$ cat src/rtl/alu_pkg.sv
// Shared ALU definitions: divider sequencer state encoding and constants.
// Latency: n/a (types and constants only).
// Backpressure: n/a.
package alu_pkg;

  // Default ALU datapath width.
  localparam int ALU_WIDTH = 32;

  // Divider sequencer states (2-bit encoding).
  typedef enum logic [1:0] {
    S_IDLE   = 2'd0,
    S_SETTLE = 2'd1,
    S_DONE   = 2'd2
  } div_state_t;

  // LO value reported for a divide-by-zero (all ones).
  localparam logic [ALU_WIDTH-1:0] DIV_ZERO_LO = '1;

endpackage

$ cat src/rtl/div_seq_ctrl.sv
// Sequencer upstream of the combinational divider: latch operands, wait, capture HI/LO.
// Latency: result valid SETTLE_CYCLES edges after the accept edge; 0 extra for divide-by-zero.
// Backpressure: start_ready only in IDLE; result held in DONE until res_ready.
//
// Ports:
//   clock, clear               : rising-edge clock, synchronous active-high reset
//   start_valid / start_ready  : request handshake, operands on dividend_in / divisor_in
//   div_dividend, div_divisor  : registered operands driven to the divider
//   div_result                 : divider output {remainder, quotient}
//   res_valid / res_ready      : result handshake, data on hi_out / lo_out / div_by_zero
//   busy                       : request in flight (SETTLE or DONE)
module div_seq_ctrl
  import alu_pkg::*;
#(
  parameter int WIDTH         = ALU_WIDTH,
  parameter int SETTLE_CYCLES = 4
) (
  input  logic               clock,
  input  logic               clear,
  input  logic               start_valid,
  output logic               start_ready,
  input  logic [WIDTH-1:0]   dividend_in,
  input  logic [WIDTH-1:0]   divisor_in,
  output logic [WIDTH-1:0]   div_dividend,
  output logic [WIDTH-1:0]   div_divisor,
  input  logic [2*WIDTH-1:0] div_result,
  output logic               res_valid,
  input  logic               res_ready,
  output logic [WIDTH-1:0]   hi_out,
  output logic [WIDTH-1:0]   lo_out,
  output logic               div_by_zero,
  output logic               busy
);

  if ((SETTLE_CYCLES < 1) || (SETTLE_CYCLES > 15)) begin : g_bad_settle
    $error("div_seq_ctrl: SETTLE_CYCLES must be in 1..15");
  end

  // Counter is loaded with SETTLE_CYCLES-1 so that capture happens on the
  // edge that closes the last full settle cycle.
  localparam logic [3:0] CNT_INIT = 4'(SETTLE_CYCLES - 1);

  div_state_t state;
  logic [3:0] cnt;

  // Handshake/status flags come from the state register alone, so there is
  // no combinational path from start_valid or res_ready to any output.
  assign start_ready = (state == S_IDLE);
  assign res_valid   = (state == S_DONE);
  assign busy        = (state == S_SETTLE) || (state == S_DONE);

  always_ff @(posedge clock) begin
    if (clear) begin
      state        <= S_IDLE;
      cnt          <= '0;
      div_dividend <= '0;
      div_divisor  <= '0;
      hi_out       <= '0;
      lo_out       <= '0;
      div_by_zero  <= 1'b0;
    end else begin
      case (state)
        S_IDLE: begin
          if (start_valid) begin
            div_dividend <= dividend_in;
            div_divisor  <= divisor_in;
            if (divisor_in == '0) begin
              // Bypass the divider entirely; report dividend in HI.
              // DIV_ZERO_LO is all ones, so replicating one bit fits any WIDTH.
              hi_out      <= dividend_in;
              lo_out      <= {WIDTH{DIV_ZERO_LO[0]}};
              div_by_zero <= 1'b1;
              state       <= S_DONE;
            end else begin
              div_by_zero <= 1'b0;
              cnt         <= CNT_INIT;
              state       <= S_SETTLE;
            end
          end
        end
        S_SETTLE: begin
          if (cnt != 4'd0) begin
            cnt <= cnt - 4'd1;
          end else begin
            hi_out <= div_result[2*WIDTH-1:WIDTH];
            lo_out <= div_result[WIDTH-1:0];
            state  <= S_DONE;
          end
        end
        S_DONE: begin
          if (res_ready) begin
            state <= S_IDLE;
          end
        end
        default: state <= S_IDLE;
      endcase
    end
  end

endmodule

$ cat config.mk
export PLATFORM = sky130hd
export DESIGN_NAME = div_seq_ctrl
export DESIGN_NICKNAME = d
export VERILOG_FILES = /design/src/rtl/alu_pkg.sv /design/src/rtl/div_seq_ctrl.sv
export SDC_FILE = /design/constraint.sdc
export NUM_CORES = 1
export LEC_CHECK = 0
export CORE_MARGIN = 2
export CORE_UTILIZATION = 23
export DETAILED_ROUTE_END_ITERATION = 16
export GPL_TIMING_DRIVEN = 0
export HOLD_SLACK_MARGIN = 0.02
export SLEW_MARGIN = 10
export SYNTH_ARGS = -nofsm -noshare
export SYNTH_HDL_FRONTEND = slang
export SYNTH_SLANG_ARGS = --single-unit
$ cat constraint.sdc
create_clock -name clock -period 2.7 [get_ports clock]
set_clock_uncertainty 0.2 [all_clocks]
set_input_delay 0.81 -clock clock [delete_from_list [all_inputs] [get_ports clock]]
set_output_delay 0.81 -clock clock [all_outputs]
set_load 0.05 [all_outputs]
==> impl_metrics.ini <==
; implementation run metrics
[status]
status = finished clean

[setup_path]
path_class = reg -> out
crit_family = buffers and inverters
cp-start-kind = flip-flop
worstSetupEndpoint = div_divisor[26]
required_ps = 1690
cp_slowest_cell = clkdlybuf4s50_1
worstPathCellList = clkdlybuf4s50_1
worstSetupPathDepth = 1
crit_path_end_kind = output pin
path_buffers = 1
r2r_start = state[1]$_SDFFE_PP0P_

[global_routing]
grt_max_degree = 17
antenna_found_initial = 1
track_usage = 0.161
grt_pass1_vias = 5409
overflow = 0
grt_pass1_wl_mm = 30.1

[drt]
vias = 5300
drtIter0Drc = 265
routedWlPerCell_um = 16.8
wl_mm = 19.6
drc = 0

[yosys]
ys_cells = 575
mux_share = 0.0611
synthTopLogicFamily = AND-OR/OR-AND gates
synth_top_flop_cell = dfxtp_1
simple_gate_area_frac = 0.124
synth_area_mm2 = 0.00524
aoi_share = 0.237
ys_sh_adder = 0.0119
synth.distinct_cells = 33
ys.flops = 135

[sta]
period_used_share = 0.969
fin_crit_ps = 2620
slew_headroom = 0.466
fin_tns_setup_ps = 0
rsz0062_at_grt = no
worst_pin_slew_ps = 801
setup_slack_ps = 84.8

[floorplan]
row_count = 55
taps = 285
fp_util = 0.233
die_w_um = 155

[hold_path]
hold_end = div_dividend[0]$_SDFFE_PP0P_
hold_start = div_dividend[0]$_SDFFE_PP0P_
worstHoldPathType = reg -> reg

[power]
p_per_area_mw_per_mm2 = 1060
total_power_mw = 9.63
power_leakage_nw = 3.29
peakVddDrop_uv = 455

[place]
dp_slack_ps = -1130
placed_area_mm2 = 0.00823
gp_congestion = 0.776
portBuffers = 263

[clock_network]
cts_tree = built
cts-root-buf = clkbuf_16
cts_inserted_buffers = 17
clk_pin_slew_ps = 70
cts_buffer_depth = 2

[layout]
utilization = 0.402
logic_gates = 380
final-clk-cell-share = 0.0626
layout.area.comb_mm2 = 0.00237
n_all_buffers = 324
drive_above_1_share = 0.0966
flops = 135

[job]
warnings = 29
cap_violations = 0
-- registers in the layout, summed over array words and instances, names as in the netlist --
name / flops
div_dividend: 32
lo_out: 32
cnt: 4
div_by_zero: 1
state: 2
div_divisor: 32
hi_out: 32
-- cell usage in the layout (no fill, tap or decap), drive strengths merged, types with 2 or more instances in the layout --
master,count
a211oi,34
a21oi,102
and2,3
buf,23
clkbuf,55
clkdlybuf4s15,2
clkdlybuf4s50,228
clkinv,5
clkinvlp,3
dfxtp,135
dlygate4sd2,23
dlymetal6s2s,9
ha,5
inv,15
mux2i,32
nand2,138
nand3,3
nand4,3
nor2,2
nor2b,2
nor4,8
o211ai,2
o21ai,3
o221a,33
o32ai,2
-- layer usage --
metal  GRT usage  wire, um
met2       0.267      9260
met5           0         0
met4      0.0498       402
met3      0.0552      1360
met1       0.196      8600
-- what timing repair did --
item,4_1_cts,5_1_grt
buffers inserted,9,2
hold buffers,0,0
gates resized,51,42
gates cloned,1,0
hold endpoints to repair,0,0
pin swaps,11,10
setup endpoints to repair,71,99
-- cell usage after synthesis (2+ instances only) --
cell,instances,share of area
a21oi_1,102,0.097
nand3_1,3,0.0029
o21ai_0,3,0.0029
o221a_2,5,0.011
nand2_1,138,0.099
a211oi_1,34,0.049
o211ai_1,2,0.0029
buf_6,3,0.0064
buf_1,4,0.0029
nand4_1,3,0.0036
ha_1,5,0.012
nor2_1,2,0.0014
nor2b_1,2,0.0024
and2_1,3,0.0036
buf_2,7,0.0067
dfxtp_1,135,0.52
nor4_1,8,0.0095
clkbuf_1,36,0.026
inv_1,8,0.0057
mux2i_1,32,0.061
o221a_1,28,0.060
-- report_power, final --
group	internal, mW	switching [mW]
registers	2.48	0.248
logic	1.63	3.00
clock network	1.29	0.983
### Clock wires, drivers and flops

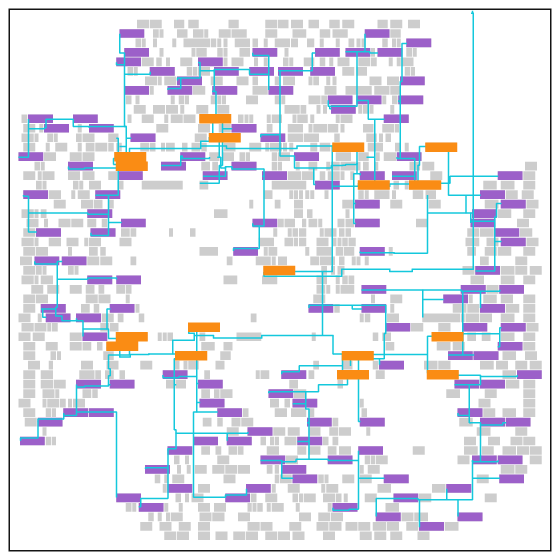
legend:
  cells driving clock nets:
    color: orange
    count: 17
  clock wires:
    color: cyan
    length: 2060 um
  flip-flops:
    color: purple
    count: 135
routed clock nets: 18
flops lie: spread over the die

### Sequential cells colored by netlist name

Bar = 50 um. Other sequential cells in the stronger gray, the rest of the logic in the fainter gray.
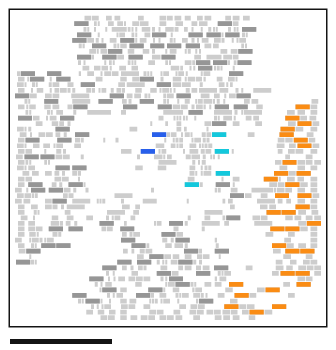
legend:
  `lo_out`:
    color: orange
    flops: 32
  `cnt`:
    color: cyan
    flops: 4
  `state`:
    color: blue
    flops: 2
not colored: 97

### Cells by drive strength

Bar = 50 um.
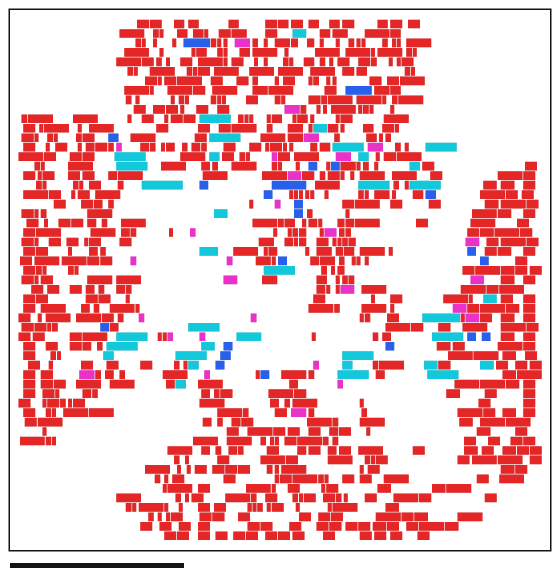
legend:
  drive 3 to 4:
    color: blue
    cells: 22
    share: 2.5%
  drive 1 or less:
    color: red
    cells: 795
    share: 90%
  drive 2:
    color: magenta
    cells: 28
    share: 3.2%
  drive 6 and up:
    color: cyan
    cells: 35
    share: 4.0%

